Fig. 1: M3 wires
Scale: 4 px per um. Cells faint in the background.
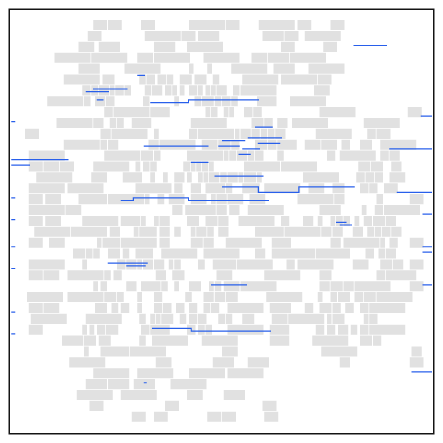
Fig. 2: nets reached from selected ports
Scale: 2 px per um.
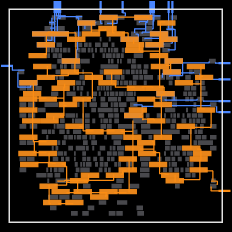
Fig. 3: cell area per tile
Scale: 4 px per um. 11 x 11 tiles, from dark blue (low) to red (high), 0 to 100% covered.
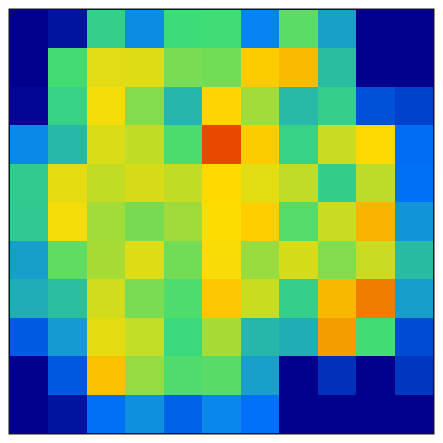
Fig. 4: congestion heat map
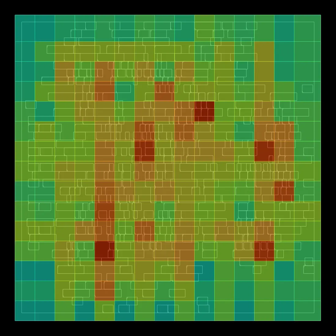
Fig. 5: clock network drawn from the DEF
Scale: 4 px per um.
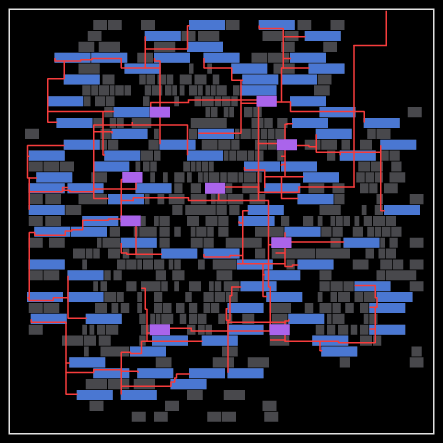
--- src/rtl/pwm_capture_pkg.sv ---
// Shared types and defaults for the PWM capture block.
package pwm_capture_pkg;

    localparam int unsigned CNT_W_DEF   = 16;
    localparam int unsigned TIMEOUT_DEF = 64;

    // Capture FSM: waiting for first rise, inside high phase, inside low phase.
    typedef enum logic [1:0] {
        S_IDLE = 2'd0,
        S_HIGH = 2'd1,
        S_LOW  = 2'd2
    } state_e;

endpackage

--- src/rtl/pwm_capture_if.sv ---
// PWM input and measurement results bundled as one port.
interface pwm_capture_if #(
    parameter int unsigned CNT_W = pwm_capture_pkg::CNT_W_DEF
);
    logic             pwm;
    logic [CNT_W-1:0] high_cnt;
    logic [CNT_W-1:0] period_cnt;
    logic             meas_valid;
    logic             stuck;
    logic             stuck_level;

    // Capture block side: consumes the waveform, produces the measurements.
    modport slave (
        input  pwm,
        output high_cnt,
        output period_cnt,
        output meas_valid,
        output stuck,
        output stuck_level
    );

    // Source/observer side: drives the waveform, reads the measurements.
    modport master (
        output pwm,
        input  high_cnt,
        input  period_cnt,
        input  meas_valid,
        input  stuck,
        input  stuck_level
    );

endinterface

--- src/rtl/pwm_capture_sync_edge.sv ---
// Two-flop synchroniser for an asynchronous input plus rise/fall strobes.
module pwm_capture_sync_edge (
    input  logic clk,
    input  logic rst_n,
    input  logic async_i,
    output logic level_o,
    output logic rise_c_o,
    output logic fall_c_o
);

    logic meta_q;
    logic sync_q;
    logic prev_q;

    // Synchroniser chain and one-cycle-delayed copy for edge detection.
    always_ff @(posedge clk or negedge rst_n) begin
        if (!rst_n) begin
            meta_q <= 1'b0;
            sync_q <= 1'b0;
            prev_q <= 1'b0;
        end else begin
            meta_q <= async_i;
            sync_q <= meta_q;
            prev_q <= sync_q;
        end
    end

    assign level_o  = sync_q;
    assign rise_c_o = sync_q & ~prev_q;
    assign fall_c_o = ~sync_q & prev_q;

endmodule

--- src/rtl/pwm_capture.sv ---
// Measures high time and period of a PWM input; flags a line with no edges.
module pwm_capture
    import pwm_capture_pkg::*;
#(
    parameter int unsigned CNT_W   = CNT_W_DEF,
    parameter int unsigned TIMEOUT = TIMEOUT_DEF
) (
    input  logic         clk,
    input  logic         rst_n,
    pwm_capture_if.slave cap_if
);

    localparam logic [CNT_W-1:0] IDLE_LAST = CNT_W'(TIMEOUT - 1);
    localparam logic [CNT_W-1:0] CNT_ONE   = CNT_W'(1);

    logic pwm_s;
    logic rise_c;
    logic fall_c;
    logic edge_c;
    logic expire_c;

    state_e           state_q,      state_d;
    logic [CNT_W-1:0] hi_cnt_q,     hi_cnt_d;
    logic [CNT_W-1:0] per_cnt_q,    per_cnt_d;
    logic [CNT_W-1:0] idle_cnt_q,   idle_cnt_d;
    logic [CNT_W-1:0] high_out_q,   high_out_d;
    logic [CNT_W-1:0] period_out_q, period_out_d;
    logic             meas_valid_q, meas_valid_d;
    logic             stuck_q,      stuck_d;
    logic             stuck_lvl_q,  stuck_lvl_d;

    pwm_capture_sync_edge u_sync (
        .clk      (clk),
        .rst_n    (rst_n),
        .async_i  (cap_if.pwm),
        .level_o  (pwm_s),
        .rise_c_o (rise_c),
        .fall_c_o (fall_c)
    );

    assign edge_c   = rise_c | fall_c;
    // An edge in the expiry cycle cancels the timeout.
    assign expire_c = ~edge_c & (idle_cnt_q == IDLE_LAST);

    // State, counters and output registers.
    always_ff @(posedge clk or negedge rst_n) begin
        if (!rst_n) begin
            state_q      <= S_IDLE;
            hi_cnt_q     <= '0;
            per_cnt_q    <= '0;
            idle_cnt_q   <= '0;
            high_out_q   <= '0;
            period_out_q <= '0;
            meas_valid_q <= 1'b0;
            stuck_q      <= 1'b0;
            stuck_lvl_q  <= 1'b0;
        end else begin
            state_q      <= state_d;
            hi_cnt_q     <= hi_cnt_d;
            per_cnt_q    <= per_cnt_d;
            idle_cnt_q   <= idle_cnt_d;
            high_out_q   <= high_out_d;
            period_out_q <= period_out_d;
            meas_valid_q <= meas_valid_d;
            stuck_q      <= stuck_d;
            stuck_lvl_q  <= stuck_lvl_d;
        end
    end

    // Next-state: edge-driven measurement FSM plus idle timeout supervision.
    always_comb begin
        state_d      = state_q;
        hi_cnt_d     = hi_cnt_q;
        per_cnt_d    = per_cnt_q;
        idle_cnt_d   = idle_cnt_q;
        high_out_d   = high_out_q;
        period_out_d = period_out_q;
        meas_valid_d = 1'b0;
        stuck_d      = stuck_q;
        stuck_lvl_d  = stuck_lvl_q;

        // Idle counter saturates at its expiry value while the line stays quiet.
        if (edge_c) begin
            idle_cnt_d = '0;
            stuck_d    = 1'b0;
        end else if (expire_c) begin
            stuck_d     = 1'b1;
            stuck_lvl_d = pwm_s;
        end else begin
            idle_cnt_d = idle_cnt_q + CNT_ONE;
        end

        if (expire_c) begin
            state_d   = S_IDLE;
            hi_cnt_d  = '0;
            per_cnt_d = '0;
        end else begin
            unique case (state_q)
                S_IDLE: begin
                    if (rise_c) begin
                        state_d   = S_HIGH;
                        hi_cnt_d  = CNT_ONE;
                        per_cnt_d = CNT_ONE;
                    end
                end
                S_HIGH: begin
                    per_cnt_d = per_cnt_q + CNT_ONE;
                    if (fall_c) begin
                        state_d = S_LOW;
                    end else begin
                        hi_cnt_d = hi_cnt_q + CNT_ONE;
                    end
                end
                S_LOW: begin
                    if (rise_c) begin
                        high_out_d   = hi_cnt_q;
                        period_out_d = per_cnt_q;
                        meas_valid_d = 1'b1;
                        state_d      = S_HIGH;
                        hi_cnt_d     = CNT_ONE;
                        per_cnt_d    = CNT_ONE;
                    end else begin
                        per_cnt_d = per_cnt_q + CNT_ONE;
                    end
                end
                default: begin
                    state_d   = S_IDLE;
                    hi_cnt_d  = '0;
                    per_cnt_d = '0;
                end
            endcase
        end
    end

    assign cap_if.high_cnt    = high_out_q;
    assign cap_if.period_cnt  = period_out_q;
    assign cap_if.meas_valid  = meas_valid_q;
    assign cap_if.stuck       = stuck_q;
    assign cap_if.stuck_level = stuck_lvl_q;

endmodule

--- src/flat_wrapper.sv ---
// flat-port wrapper written by rule: the top's interface ports become plain ports
module pwm_capture_flat import pwm_capture_pkg::*;
#(
    parameter int unsigned CNT_W   = CNT_W_DEF,
    parameter int unsigned TIMEOUT = TIMEOUT_DEF
)
  (clk, rst_n, cap_if_pwm, cap_if_high_cnt, cap_if_period_cnt, cap_if_meas_valid, cap_if_stuck, cap_if_stuck_level);
  pwm_capture_if #(.CNT_W(CNT_W)) cap_if_i ();
  input  logic clk;
  input  logic rst_n;
  input wire logic [$bits(cap_if_i.pwm)-1:0] cap_if_pwm;
  output wire logic [$bits(cap_if_i.high_cnt)-1:0] cap_if_high_cnt;
  output wire logic [$bits(cap_if_i.period_cnt)-1:0] cap_if_period_cnt;
  output wire logic [$bits(cap_if_i.meas_valid)-1:0] cap_if_meas_valid;
  output wire logic [$bits(cap_if_i.stuck)-1:0] cap_if_stuck;
  output wire logic [$bits(cap_if_i.stuck_level)-1:0] cap_if_stuck_level;
  assign cap_if_i.pwm = cap_if_pwm;
  assign cap_if_high_cnt = cap_if_i.high_cnt;
  assign cap_if_period_cnt = cap_if_i.period_cnt;
  assign cap_if_meas_valid = cap_if_i.meas_valid;
  assign cap_if_stuck = cap_if_i.stuck;
  assign cap_if_stuck_level = cap_if_i.stuck_level;
  pwm_capture #(.CNT_W(CNT_W), .TIMEOUT(TIMEOUT)) u_core (.clk(clk), .rst_n(rst_n), .cap_if(cap_if_i));
endmodule
--- config.mk ---
export PLATFORM = sky130hd
export DESIGN_NAME = pwm_capture_flat
export DESIGN_NICKNAME = d
export VERILOG_FILES = /design/src/rtl/pwm_capture_pkg.sv /design/src/rtl/pwm_capture_if.sv /design/src/rtl/pwm_capture_sync_edge.sv /design/src/rtl/pwm_capture.sv /design/src/flat_wrapper.sv
export SDC_FILE = /design/constraint.sdc
export NUM_CORES = 1
export LEC_CHECK = 0
export CAP_MARGIN = 10
export CORE_MARGIN = 2
export CORE_UTILIZATION = 40
export CTS_CLUSTER_SIZE = 25
export DETAILED_ROUTE_END_ITERATION = 7
export SYNTH_ARGS = -nofsm -noshare
export SYNTH_HDL_FRONTEND = slang
export SYNTH_SLANG_ARGS = --single-unit
--- constraint.sdc ---
create_clock -name clk -period 2.1 [get_ports clk]
set_clock_uncertainty 0.05 [all_clocks]
set_input_delay 0.42 -clock clk [delete_from_list [all_inputs] [get_ports clk]]
set_output_delay 0.42 -clock clk [all_outputs]
set_load 0.05 [all_outputs]
==> reports/metrics.cfg <==
[route]
wl_met1_mm=4.338
met3_length_um=309
ant_nets=0

[flow_run]
warnings=30

[sta]
fin_ws_ns=0.05210
slew_violations=0
max_freq_mhz=488.3

[setup_path]
rr_startpoint=u_core.idle_cnt_q[0]

[global_routing]
use_met3_pct=3.154
first_global_vias=3087
use_met2_pct=26.54

[synth]
ys.flop_type=dfrtp_1
logic_family=simple AND/OR/NAND/NOR gates
synth_flops=88
aoi_share_pct=9.544
async_flop_share_pct=100.0
yosys.cell_types.count=48
syn-num-nets=384

[power_and_ir_drop]
internal-power_mw=3.050
powerClk_mw=1.22

[status]
outcome=finished, final reports clean

[min_path]
min_to=u_core.u_sync.level_o
timing.hold.worst.start=u_core.u_sync.meta_q
whs_path_depth=0

[clocking]
clock-root-buffer=clkbuf_8

[die]
die_x_um=105.8
die_area_um2=11190

[finish]
layout-drive-gt1-share_pct=23.41
antenna-diode-count=0
clk_share_pct=3.854
num-multi-input-gates=266
instances_no_fill=593
mi_logic_area_um2=1928

[place]
dpl_cell_area_um2=4928

Notes on Fig. 1 above:
share of all routed wire: 3.4%
longest straight run: 20.0 um

Notes on Fig. 2 above:
| port | color | bits | direction | edge | end cells | buffers | wire |
|---|---|---|---|---|---|---|---|
| `cap_if_period_cnt` | blue | 16 | output | 11 north, 4 east, 1 west | 16 | 16 | 418 um |
| `rst_n` | orange | 1 | input | east | 88 | 4 | 695 um |
number of port buffers: 37
# IOs: 38

Notes on Fig. 3 above:
densest ninth of the die: center
mean over tiles: 46%
emptiest ninth of the die: south-east
Floorplan Utilization: 40.68%
final core occ: 52.27%
Core Area: 10180 um^2

Notes on Fig. 4 above:
global-route met1 utilization: 24.01%
overall routing resource usage: 17.07%

Notes on Fig. 5 above:
[clock-net drivers] purple | count: 9
[clock wires] red | length: 1130 um
[flip-flops] blue | count: 88
routed clock nets: 10

